==> config.mk <==
export PLATFORM = sky130hd
export DESIGN_NAME = bifrost_mmu
export DESIGN_NICKNAME = d
export VERILOG_FILES = /design/src/rtl/bifrost_pkg.sv /design/src/rtl/mmu_unlock_fsm.sv /design/src/rtl/bifrost_mmu.sv
export SDC_FILE = /design/constraint.sdc
export NUM_CORES = 1
export LEC_CHECK = 0
export CAP_MARGIN = 30
export CORE_MARGIN = 2
export CORE_UTILIZATION = 31
export CTS_BUF_LIST = sky130_fd_sc_hd__clkbuf_8
export DETAILED_ROUTE_END_ITERATION = 16
export GPL_TIMING_DRIVEN = 0
export PLACE_DENSITY_LB_ADDON = 0.25
export SYNTH_ARGS = -nofsm -noshare
export SYNTH_HDL_FRONTEND = slang
export SYNTH_HIERARCHICAL = 1
export SYNTH_SLANG_ARGS = --single-unit
export TNS_END_PERCENT = 20
==> constraint.sdc <==
create_clock -name clock -period 15.9 [get_ports clock]
set_clock_uncertainty 0.2 [all_clocks]
set_input_delay 3.975 -clock clock [delete_from_list [all_inputs] [get_ports clock]]
set_output_delay 3.975 -clock clock [all_outputs]
set_load 0.05 [all_outputs]
Run 1, the metal 1 layer:
Drawn at 3 px/micron. Supply wires on this layer in gray. Cells faint in the background.
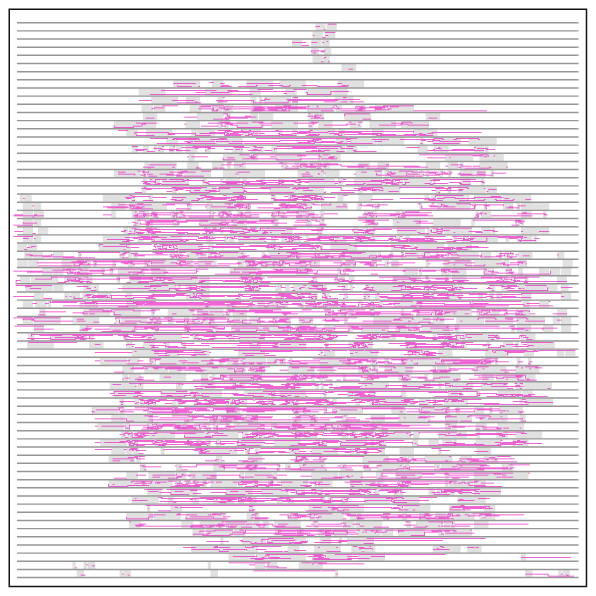
main direction	horizontal
longest straight run	85.6 microns
vias post-DR: 8,625
total wire length: 35,800 microns
met1 GRT Util: 28.2%

Run 1, M4 wires:
Drawn at 2 px/micron. Supply wires on this layer in gray.
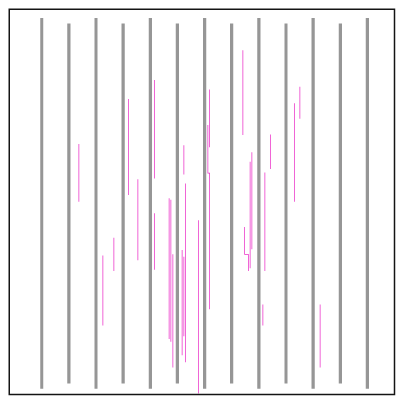
nets with wire on the layer	20
share of all routed wire	3.3%
longest straight run	89.1 microns
main direction	vertical
wire length on this layer	1,180 microns

Run 1, signal wires by layer:
Drawn at 2 px/micron. Two of the layers only.
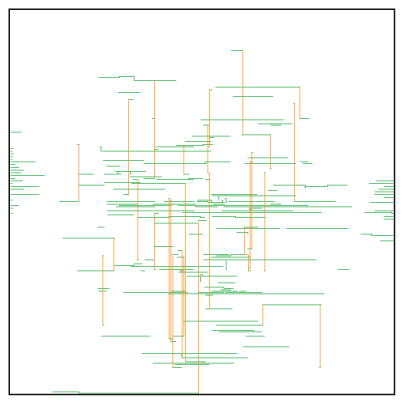
layer	color	wire length
M3	green	2,630 microns
M4	orange	1,180 microns
routed len/inst: 22.2 microns
GRT Total Usage: 20.0%

==> ci_impl_report.md, run 1 <==
## Implementation flow summary

| Metric | Value |
|---|---|
| CTS clk-pin slew, worst paths | `0.06 ns` |
| Run status | `complete, no violations` |
| Post-CTS Setup Inserts | `0` |
| Switch Pwr | `313 uW` |
| Combinational power share | `8.3%` |
| Worst Path Buf+Inv | `4` |
| RSZ-0062 raised after global routing | `false` |
| Tool warnings | `28` |
| Worst setup EP type | `output pin` |
| Final Core Density | `37.1%` |
| # setup viols final | `0` |
| Die height | `192 microns` |
| DRC | `0` |
| Final net count | `1,157` |
| Initial antenna violation count | `1` |
| Mapped Avg Cell Area | `10.6 sq um` |
| Final hold vios | `0` |
| Critical path data arrival time | `7.42 ns` |
| Top cell excl fill/tap | `dfrtp_1` |
| # IOs | `55` |
| F_max | `86.3 MHz` |
| CTS HTree Levels | `2` |
| Internal power | `872 uW` |
==> run 1: final cells by class <==
| class | count | area [sq um] |
|---|---|---|
| Clock inverter | 20 | 90.1 |
| Multi-Input combinational cell | 663 | 4720 |
| Tap cell | 455 | 569 |
| Clock buffer | 52 | 716 |
| Timing Repair Buffer | 48 | 498 |
| Inverter | 35 | 139 |
| Fill cell | 3463 | 21800 |
| Buffer | 126 | 611 |
| Sequential cell | 217 | 5500 |
==> run 1: metrics by stage <==
step | hold WS [ns] | std cells
final | 0.264 | 1616
after global routing | 0.285 | 1616
after global placement | 0.255 | 1541
after floorplan | 0.246 | 1041
after CTS | 0.269 | 1616
after detailed placement | 0.260 | 1544
==> run 1: logic make-up after synthesis <==
logic type	after synthesis	share of synthesized area [%]
buffers and inverters	161	6.78
flip-flops	217	50.3
AND/OR/NAND/NOR	295	16.1
multiplexers	135	15.4
AND-OR/OR-AND	227	11.4
other	1	0.0343
==> run 1: cells in the mapped netlist (7+ instances only) <==
library cell    n  share of area (%)
nand4_1        98                5.6
buf_4          20                1.4
o21ai_1         8               0.37
inv_1          35                1.2
mux2_2         41                4.2
dfstp_2        58                 14
buf_2          14               0.64
dfrtp_1       159                 36
mux4_2         19                3.9
clkbuf_1       82                2.8
a21oi_1        80                3.7
nor2_1         34                1.2
nand3_1        22                1.0
o2bb2a_2        7               0.72
o21ai_0       107                4.9
nor2b_1        88                5.0
nand2_1        22               0.75
mux2i_1        39                3.6
mux2_1         36                3.7
==> run 1: layer usage <==
layer / vias to the layer above / global-route usage [%] / part of all wire [%]
met5: - / 0 / 0
met4: 0 / 7.99 / 3.3
met3: 65 / 3.87 / 7.3
met2: 326 / 30.1 / 44
met1: 4346 / 28.2 / 46
li1: 3888 / - / -
==> inputs of run 2 (changes only) <==
clock period = 11.1 ns   (was 15.9 ns; I/O delays follow)
Run 2, the metal 1 layer:
Drawn at 3 px/micron. Supply wires on this layer in gray. Cells faint in the background.
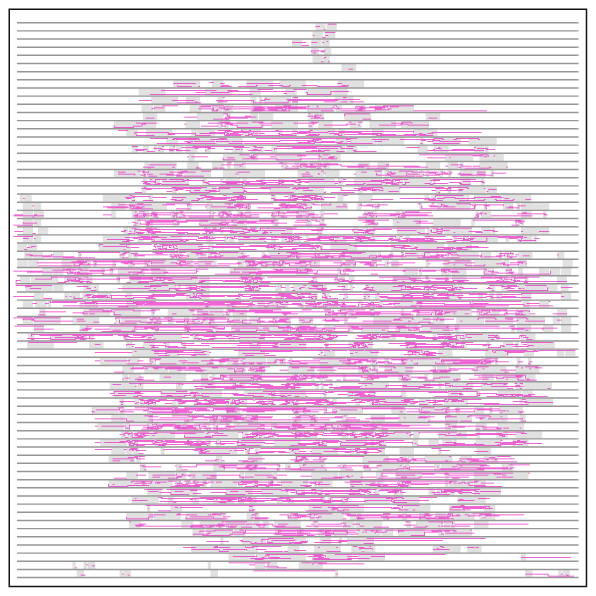
share of all routed wire	46%
longest straight run	85.6 microns
wire length on this layer	16,300 microns
main direction	horizontal
nets with wire on the layer	1,069

Run 2, routing congestion map:
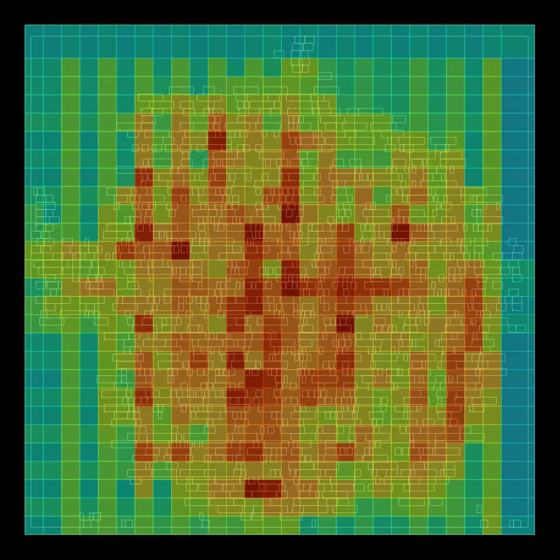
met2 Usage GRT: 30.1%
layer with the highest usage: met2
Final Core Density: 37.1%

Run 2, M4 wires:
Drawn at 2 px/micron. Supply wires on this layer in gray.
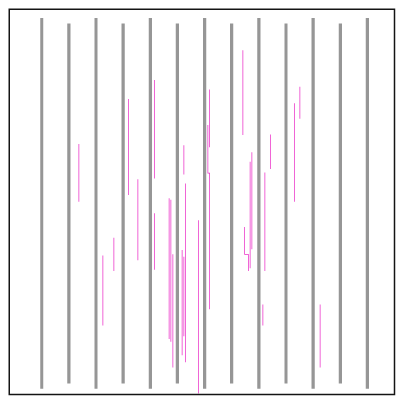
share of all routed wire	3.3%
wire length on this layer	1,180 microns
nets with wire on the layer	20
longest straight run	89.1 microns

==> run 2 against run 1 <==
Against the previous run:
- routed wire length is the same
- critical path depth stayed put
- worst setup slack worse by 2.4 ns
- synthesized cell count stayed put
- sequential share of layout area unchanged
- flip-flop count stayed put
- clock-buffer cell count did not move
- critical endpoint unchanged
- largest power group unchanged
- highest routed layer unchanged
==> ci_impl_report.md, run 2 <==
## Implementation flow summary

| Metric | Value |
|---|---|
| Run status | `complete, no violations` |
| Comb area | `4720 sq um` |
| Register area | `5500 sq um` |
| Vias post-DR | `8,625` |
| Synth top area cells | `dfrtp_1 36%, dfstp_2 14%, nand4_1 5.6%, nor2b_1 5.0%, o21ai_0 4.9%` |
| Worst setup EP type | `output pin` |
| Most frequent cell after synthesis | `dfrtp_1` |
| Final hold vios | `0` |
| Mapped Avg Cell Area | `10.6 sq um` |
| Internal power | `1.25 mW` |
| Top area contributor share | `36.3%` |
| # setup viols final | `0` |
| RSZ-0062 raised after global routing | `false` |
| Initial antenna violation count | `1` |
| Worst Path Buf+Inv | `4` |
| Critical path data arrival time | `6.22 ns` |
| Total wire length | `35,800 microns` |
| GRT Total Usage | `20.0%` |
| Hold WS | `0.264 ns` |
| F_max | `109 MHz` |
| DRC | `0` |
| CTS clk-pin slew, worst paths | `0.06 ns` |
| Switch Pwr | `448 uW` |
| Post-Layout Cell Count | `1,616` |
| CTS HTree Levels | `2` |
| Die height | `192 microns` |
| Top cell excl fill/tap | `dfrtp_1` |
| Post-Place Cells | `1,544` |
| Post-CTS Setup Inserts | `0` |
==> run 2: power by group through the flow <==
stage,Sequential [mW],Combinational [mW],Clock [mW]
3_3_place_gp,0.806,0.138,0
4_1_cts,0.792,0.141,0.782
5_1_grt,0.792,0.149,0.820
3_5_place_dp,0.806,0.141,0
6_report,0.792,0.141,0.763
2_1_floorplan,0.806,0.0822,0
==> run 2: cell type report <==
cell class,instances,share of cell area (%)
clock inverter,20,0.701
timing repair buffer,48,3.88
inverter,35,1.08
multi-input combinational,663,36.7
tap,455,4.43
clock buffer,52,5.57
buffer,126,4.75
sequential,217,42.8
==> run 2: cell families (layout without fill, tap and decap cells) <==
| kind of cell | after synthesis | in the layout | synth area share [%] |
|---|---|---|---|
| simple gates | 295 | 295 | 16.1 |
| buf+inv | 161 | 281 | 6.78 |
| compound gates | 227 | 227 | 11.4 |
| mux | 135 | 135 | 15.4 |
| other cells | 1 | 6 | 0.0343 |
| flops | 217 | 217 | 50.3 |
==> run 2: stage by stage <==
step	setup WS (ns)	setup TNS (ns)
floorplan	2.37	0
global placement	-0.870	-133.47
detailed placement	1.92	0
CTS	1.91	0
global route	1.81	0
finish	1.91	0
==> run 2: tightest hold or removal path, stage by stage (launching register included) <==
cell     delay, ns
dfstp_2       0.36
inv_1         0.04
mux2i_1       0.05
==> run 2: layer usage <==
layer | global-route usage, % | wire length [microns] | vias up
met4 | 7.99 | 1180 | 0
met2 | 30.1 | 15700 | 326
met3 | 3.87 | 2630 | 65
li1 | - | - | 3888
met5 | 0 | 0 | -
met1 | 28.2 | 16300 | 4346
No activity file was given, so power comes from the tool's default toggle rates.
